File: src/rtl/oam_dma_ctrl.sv
// Sprite OAM DMA sequencer: halts the 6502 via RDY, then copies XFER_LEN bytes
// from CPU page $PP00 to the PPU OAM data port over the shared bus.
// Optional feature macro: OAM_DMA_ALIGN_EN (adds the ALIGN cycle and the
// cycle-parity flag used to choose it).
module oam_dma_ctrl #(
    parameter logic [15:0] TRIG_ADDR = 16'h4014,
    parameter logic [15:0] OAM_PORT  = 16'h2004,
    parameter int unsigned XFER_LEN  = 256
) (
    input  logic        clk_ph1,
    input  logic        rst,
    input  logic [15:0] cpu_addr,
    input  logic [7:0]  cpu_data_out,
    input  logic        cpu_rw,
    input  logic [7:0]  data_bus_in,
    output logic        cpu_rdy,
    output logic        bus_grant,
    output logic [15:0] dma_addr,
    output logic        dma_rw,
    output logic [7:0]  dma_data_out,
    output logic        busy
);

    localparam int unsigned CNT_W = 9;
    localparam logic [CNT_W-1:0] LAST_CNT = CNT_W'(XFER_LEN);

`ifdef OAM_DMA_ALIGN_EN
    typedef enum logic [2:0] {
        IDLE, HALT_WAIT, DUMMY, ALIGN, READ, WRITE
    } state_t;
`else
    typedef enum logic [2:0] {
        IDLE, HALT_WAIT, DUMMY, READ, WRITE
    } state_t;
`endif

    state_t           state_q, state_d;
    logic [7:0]       page_q, page_d;
    logic [CNT_W-1:0] cnt_q, cnt_d;
    logic             cpu_rdy_q, cpu_rdy_d;
    logic             bus_grant_q, bus_grant_d;
    logic [15:0]      dma_addr_q, dma_addr_d;
    logic             dma_rw_q, dma_rw_d;
    logic [7:0]       dma_data_out_q, dma_data_out_d;
    logic             busy_q, busy_d;
`ifdef OAM_DMA_ALIGN_EN
    logic             cyc_odd_q, cyc_odd_d;
`endif

    // Next-state, counter and data latch; outputs are derived from the next
    // state so that every output is a flop.
    always_comb begin
        state_d        = state_q;
        page_d         = page_q;
        cnt_d          = cnt_q;
        dma_data_out_d = dma_data_out_q;
`ifdef OAM_DMA_ALIGN_EN
        cyc_odd_d      = ~cyc_odd_q;
`endif
        case (state_q)
            IDLE: begin
                // Detection looks only at cpu_* so the DMA's own bus cycles never retrigger.
                if (!cpu_rw && cpu_addr == TRIG_ADDR) begin
                    page_d  = cpu_data_out;
                    cnt_d   = '0;
                    state_d = HALT_WAIT;
                end
            end
            HALT_WAIT: begin
                // RDY only takes effect on a CPU read cycle.
                if (cpu_rw) begin
                    state_d = DUMMY;
                end
            end
            DUMMY: begin
`ifdef OAM_DMA_ALIGN_EN
                state_d = cyc_odd_q ? ALIGN : READ;
`else
                state_d = READ;
`endif
            end
`ifdef OAM_DMA_ALIGN_EN
            ALIGN: begin
                state_d = READ;
            end
`endif
            READ: begin
                dma_data_out_d = data_bus_in;
                state_d        = WRITE;
            end
            WRITE: begin
                cnt_d   = cnt_q + CNT_W'(1);
                state_d = (cnt_d == LAST_CNT) ? IDLE : READ;
            end
            default: begin
                state_d = IDLE;
            end
        endcase

        cpu_rdy_d   = (state_d == IDLE);
        busy_d      = (state_d != IDLE);
        bus_grant_d = (state_d == READ) || (state_d == WRITE);
        dma_rw_d    = (state_d != WRITE);
        if (state_d == READ) begin
            // Low byte wraps within the page; bit 8 of the counter is never used here.
            dma_addr_d = {page_d, cnt_d[7:0]};
        end else if (state_d == WRITE) begin
            dma_addr_d = OAM_PORT;
        end else begin
            dma_addr_d = '0;
        end
    end

    // State and output registers with synchronous reset.
    always_ff @(posedge clk_ph1) begin
        if (rst) begin
            state_q        <= IDLE;
            page_q         <= '0;
            cnt_q          <= '0;
            cpu_rdy_q      <= 1'b1;
            bus_grant_q    <= 1'b0;
            dma_addr_q     <= '0;
            dma_rw_q       <= 1'b1;
            dma_data_out_q <= '0;
            busy_q         <= 1'b0;
`ifdef OAM_DMA_ALIGN_EN
            cyc_odd_q      <= 1'b0;
`endif
        end else begin
            state_q        <= state_d;
            page_q         <= page_d;
            cnt_q          <= cnt_d;
            cpu_rdy_q      <= cpu_rdy_d;
            bus_grant_q    <= bus_grant_d;
            dma_addr_q     <= dma_addr_d;
            dma_rw_q       <= dma_rw_d;
            dma_data_out_q <= dma_data_out_d;
            busy_q         <= busy_d;
`ifdef OAM_DMA_ALIGN_EN
            cyc_odd_q      <= cyc_odd_d;
`endif
        end
    end

    assign cpu_rdy      = cpu_rdy_q;
    assign bus_grant    = bus_grant_q;
    assign dma_addr     = dma_addr_q;
    assign dma_rw       = dma_rw_q;
    assign dma_data_out = dma_data_out_q;
    assign busy         = busy_q;

endmodule

File: config.mk
export PLATFORM = sky130hd
export DESIGN_NAME = oam_dma_ctrl
export DESIGN_NICKNAME = d
export VERILOG_FILES = /design/src/rtl/oam_dma_ctrl.sv
export SDC_FILE = /design/constraint.sdc
export NUM_CORES = 1
export LEC_CHECK = 0
export CORE_MARGIN = 4
export CORE_UTILIZATION = 50
export DETAILED_ROUTE_END_ITERATION = 16
export PLACE_DENSITY_LB_ADDON = 0.2
export SETUP_SLACK_MARGIN = 0.5
export SYNTH_ARGS = -nofsm -noshare
export SYNTH_HDL_FRONTEND = slang
export SYNTH_SLANG_ARGS = --single-unit
export TNS_END_PERCENT = 50
File: constraint.sdc
create_clock -name clk_ph1 -period 4.3 [get_ports clk_ph1]
set_clock_uncertainty 0.05 [all_clocks]
set_input_delay 1.29 -clock clk_ph1 [delete_from_list [all_inputs] [get_ports clk_ph1]]
set_output_delay 1.29 -clock clk_ph1 [all_outputs]
set_load 0.02 [all_outputs]
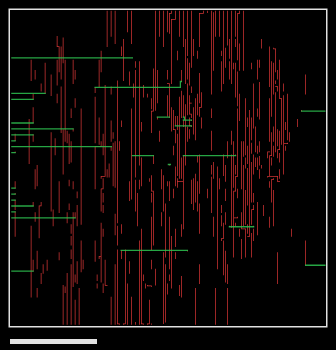
*Metal layers overlaid, run 1*
Scale bar: 20 µm. Two of the layers only.
legend:
  M3:
    color: green
    wire_length: 193 µm
  M2:
    color: red
    wire_length: 2140 µm

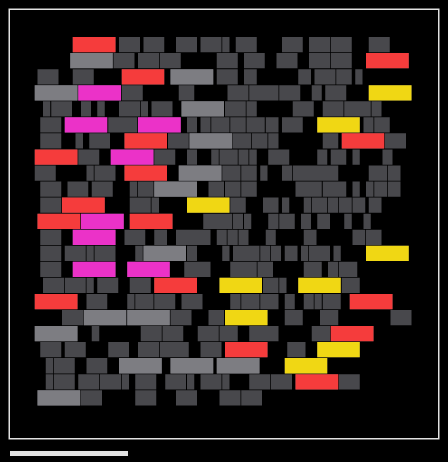
*Where the registers sit, run 1*
Scale bar: 20 µm. Other sequential cells in the stronger gray, the rest of the logic in the fainter gray.
legend:
  `page_q`:
    color: magenta
    placed_flops: 8
  `dma_addr`:
    color: red
    placed_flops: 16
    where: spread over the die
  `cnt_q`:
    color: yellow
    placed_flops: 9
not colored: 15

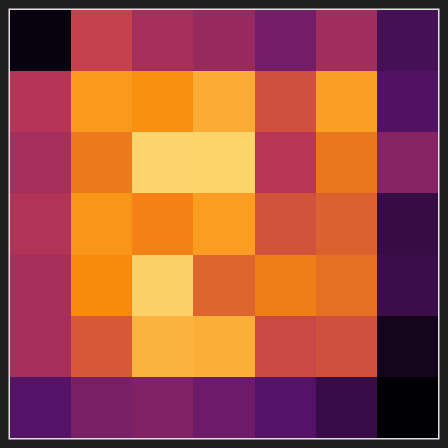
*Cell area per tile, run 1*
The die is cut into 7 by 7 equal tiles; black is low, pale yellow is high, 0 to 100% covered.
nearly empty tiles: 2.0%
densest ninth of the die: center
fullest tile: 91%
emptiest ninth of the die: south-east
tiles over 75% full: 22%

==> results.py, run 1 <==
# Auto-generated metrics
metrics = {
    "placement": {
        "dp_hpwl_um": 3172,
        "dp.cells": 306,
        "port_buffers": 62,
    },
    "setup_path": {
        "startpoint": "cpu_addr[4]",
        "path_max_fanout": 4,
        "worstRegToRegCells": 6,
        "rrSetupSlack_ns": 1.75,
        "end_kind": "register",
        "r2r_start": "state_q[2]",
        "path_class": "in2reg",
    },
    "sta": {
        "finalWorstSetupSlack_ns": 1.286,
        "hold_viol_final": 0,
        "tns_ns": 0,
        "max_freq_mhz": 331.8,
    },
    "routing": {
        "ant_nets": 0,
        "routed_via_density": 5.264,
        "met3_length_um": 192,
        "totalWireLength_um": 4290,
        "met2WireLength_um": 2139,
        "drcViolationCount": 0,
        "wl_met1_um": 1898,
    },
    "synth": {
        "syn_nets": 241,
        "simple_gate_share": 0.2405,
        "aoi_share": 0.1293,
        "synthArstFlopShare": 0,
        "topCombFamilyByArea": "simple AND/OR/NAND/NOR gates",
        "yosys_cells": 204,
        "yosysMostFrequentCell": "dfxtp_1",
        "synth_area_um2": 2081,
        "syn_avg_cell_area_um2": 10.20,
    },
    "power": {
        "intPower_mw": 0.5926,
        "powerDensity_nw_per_um2": 277.5,
        "seqPwrFrac": 0.582,
        "p_clk_mw": 0.279,
        "finalPower_mw": 0.7634,
        "power.share.switching": 0.2237,
    },
    "finish": {
        "flops": 48,
        "buffers": 66,
        "instances_no_fill": 314,
        "buf_share": 0.2365,
        "nets": 300,
        "clockNetworkAreaShare": 0.03456,
        "antennaDiodeCount": 0,
        "comb_cells": 141,
        "area.share.sequential": 0.3492,
        "utilization": 0.6878,
        "area_growth_pct": 32.23,
        "top_area_cell_class": "combinational gates",
    },
    "floorplan": {
        "taps": 50,
        "core_um2": 4000,
    },
    "global_route": {
        "grt-busiest-layer": "met2",
        "grt_max_degree": 25,
        "grt_pass1_wl_um": 7293,
        "grt_pass1_vias": 1640,
    },
    "min_path": {
        "min_to": "dma_data_out[6]",
        "hold_class": "reg2reg",
        "whs_path_depth": 2,
    },
    "clocking": {
        "cts_buffers": 5,
        "cts_max_level": 2,
        "cts_resized": 0,
        "clock-root-buffer": "clkbuf_8",
    },
    "status": {
        "status": "completed",
    },
}
==> run 1 -> run 2 <==
--- a/config.mk
+++ b/config.mk
@@ -6,7 +6,7 @@
 export NUM_CORES = 1
 export LEC_CHECK = 0
 export CORE_MARGIN = 4
-export CORE_UTILIZATION = 50
+export CORE_UTILIZATION = 42
 export DETAILED_ROUTE_END_ITERATION = 16
 export PLACE_DENSITY_LB_ADDON = 0.2
 export SETUP_SLACK_MARGIN = 0.5
==> constraint.sdc (replaced) <==
create_clock -name clk_ph1 -period 2.7 [get_ports clk_ph1]
set_clock_uncertainty 0.05 [all_clocks]
set_input_delay 0.81 -clock clk_ph1 [delete_from_list [all_inputs] [get_ports clk_ph1]]
set_output_delay 0.81 -clock clk_ph1 [all_outputs]
set_load 0.02 [all_outputs]
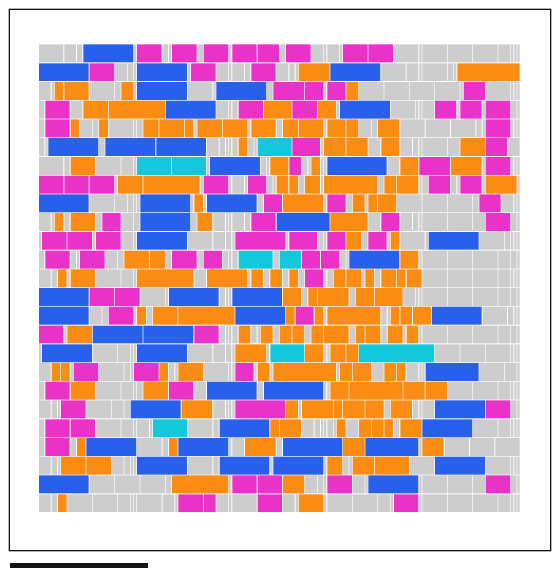
*Cell classes on the final placement, run 2*
Scale bar: 20 µm. Fill, decap, tap and diode cells in gray.
legend:
  remaining logic cells:
    color: orange
    cells: 142
    share_of_their_area: 38%
  remaining buffers and delay cells:
    color: magenta
    cells: 81
    share_of_their_area: 26%
  sequential cells:
    color: blue
    cells: 48
    share_of_their_area: 32%
  clock drivers and dummy loads:
    color: cyan
    cells: 8
    share_of_their_area: 4.0%

==> results.py, run 2 <==
# Auto-generated metrics
metrics = {
    "setup_path": {
        "end_kind": "register",
        "path_class": "reg2reg",
        "path_max_fanout": 7,
        "rrSetupSlack_ns": 0.49,
    },
    "sta": {
        "hold_viol_final": 0,
        "tns_ns": 0,
    },
    "synth": {
        "aoi_share": 0.1293,
        "syn_nets": 241,
        "yosys_cells": 204,
        "topCombFamilyByArea": "simple AND/OR/NAND/NOR gates",
        "yosysMostFrequentCell": "dfxtp_1",
        "synthArstFlopShare": 0,
        "syn_avg_cell_area_um2": 10.20,
    },
    "clocking": {
        "cts_max_level": 2,
        "cts_buffers": 5,
    },
    "finish": {
        "clockNetworkAreaShare": 0.03869,
        "nets": 315,
        "area.share.sequential": 0.3111,
        "antennaDiodeCount": 0,
        "buffers": 81,
        "flops": 48,
        "area_growth_pct": 50.75,
    },
    "placement": {
        "dp.cells": 328,
    },
    "floorplan": {
        "core_um2": 4755,
        "taps": 67,
    },
    "min_path": {
        "whs_path_depth": 2,
    },
    "status": {
        "status": "completed",
    },
    "routing": {
        "totalWireLength_um": 5013,
        "ant_nets": 0,
        "met2WireLength_um": 2658,
        "drcViolationCount": 0,
        "met3_length_um": 370,
        "wl_met1_um": 1938,
    },
    "power": {
        "finalPower_mw": 1.317,
        "p_clk_mw": 0.548,
        "seqPwrFrac": 0.535,
        "powerDensity_nw_per_um2": 419.9,
    },
    "global_route": {
        "grt_pass1_wl_um": 8031,
    },
}
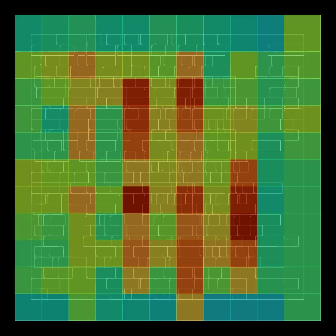
*Congestion heat map, run 2*
Finished Core Util: 0.6597
met2 Track Usage GR: 0.2800
routed len/inst: 14.49 µm
GRT Max-Usage Layer: met2

==> run 2 -> run 3 <==
==> constraint.sdc (replaced) <==
create_clock -name clk_ph1 -period 2 [get_ports clk_ph1]
set_clock_uncertainty 0.05 [all_clocks]
set_input_delay 0.6 -clock clk_ph1 [delete_from_list [all_inputs] [get_ports clk_ph1]]
set_output_delay 0.6 -clock clk_ph1 [all_outputs]
set_load 0.02 [all_outputs]
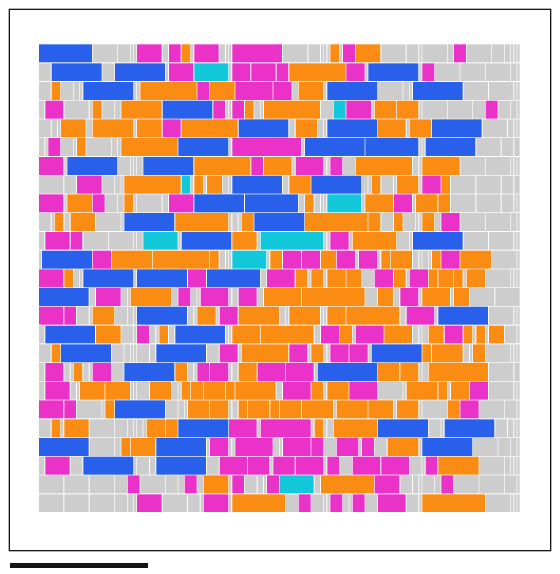
*Cell classes on the final placement, run 3*
Scale bar: 20 µm. Fill, decap, tap and diode cells in gray.
legend:
  remaining logic cells:
    color: orange
    cells: 142
    share_of_their_area: 41%
  clock drivers and dummy loads:
    color: cyan
    cells: 8
    share_of_their_area: 3.1%
  remaining buffers and delay cells:
    color: magenta
    cells: 107
    share_of_their_area: 27%
  sequential cells:
    color: blue
    cells: 48
    share_of_their_area: 29%

==> results.py, run 3 <==
# Auto-generated metrics
metrics = {
    "status": {
        "status": "complete, but fails checks",
        "violations": "setup timing",
    },
    "sta": {
        "tns_ns": -0.8780,
        "setup_viol": 15,
        "finalWorstSetupSlack_ns": -0.09861,
        "hold_viol_final": 0,
        "max_freq_mhz": 476.5,
    },
    "finish": {
        "area_growth_pct": 65.42,
        "clockNetworkAreaShare": 0.02981,
        "comb_cells": 141,
        "flops": 48,
        "area.share.sequential": 0.2828,
        "antennaDiodeCount": 0,
        "buffers": 107,
        "top_area_cell_class": "combinational gates",
    },
    "setup_path": {
        "worstRegToRegCells": 9,
        "rrSetupSlack_ns": -0.1,
        "path_class": "reg2reg",
        "end_kind": "register",
        "r2r_start": "cnt_q[0]",
    },
    "power": {
        "finalPower_mw": 1.712,
        "seqPwrFrac": 0.556,
        "p_clk_mw": 0.651,
        "powerDensity_nw_per_um2": 497.5,
        "intPower_mw": 1.339,
    },
    "placement": {
        "dp.cells": 351,
        "dp_hpwl_um": 3795,
    },
    "clocking": {
        "cts_resized": 214,
        "cts_buffers": 5,
        "clock-root-buffer": "clkbuf_8",
    },
    "routing": {
        "met2WireLength_um": 3101,
        "post_drt_wl_per_cell_um": 15.74,
    },
    "synth": {
        "yosys_cells": 204,
        "syn_nets": 241,
        "synthArstFlopShare": 0,
        "aoi_share": 0.1293,
    },
    "global_route": {
        "grt_pass1_wl_um": 9701,
    },
    "min_path": {
        "whs_path_depth": 2,
    },
    "floorplan": {
        "core_um2": 4755,
    },
}
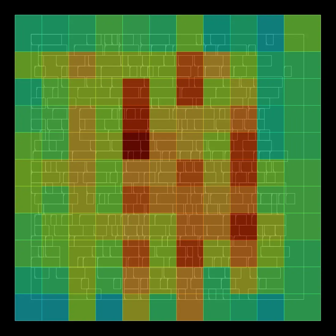
*Congestion heat map, run 3*
grt met1 use: 0.2331
Finished Core Util: 0.7239
met2 Track Usage GR: 0.3467
Overall Global Routing Usage: 0.2001
met3 Track Usage GR: 0.05390

Power figures rest on the tool's default switching activity, not on a simulated workload.
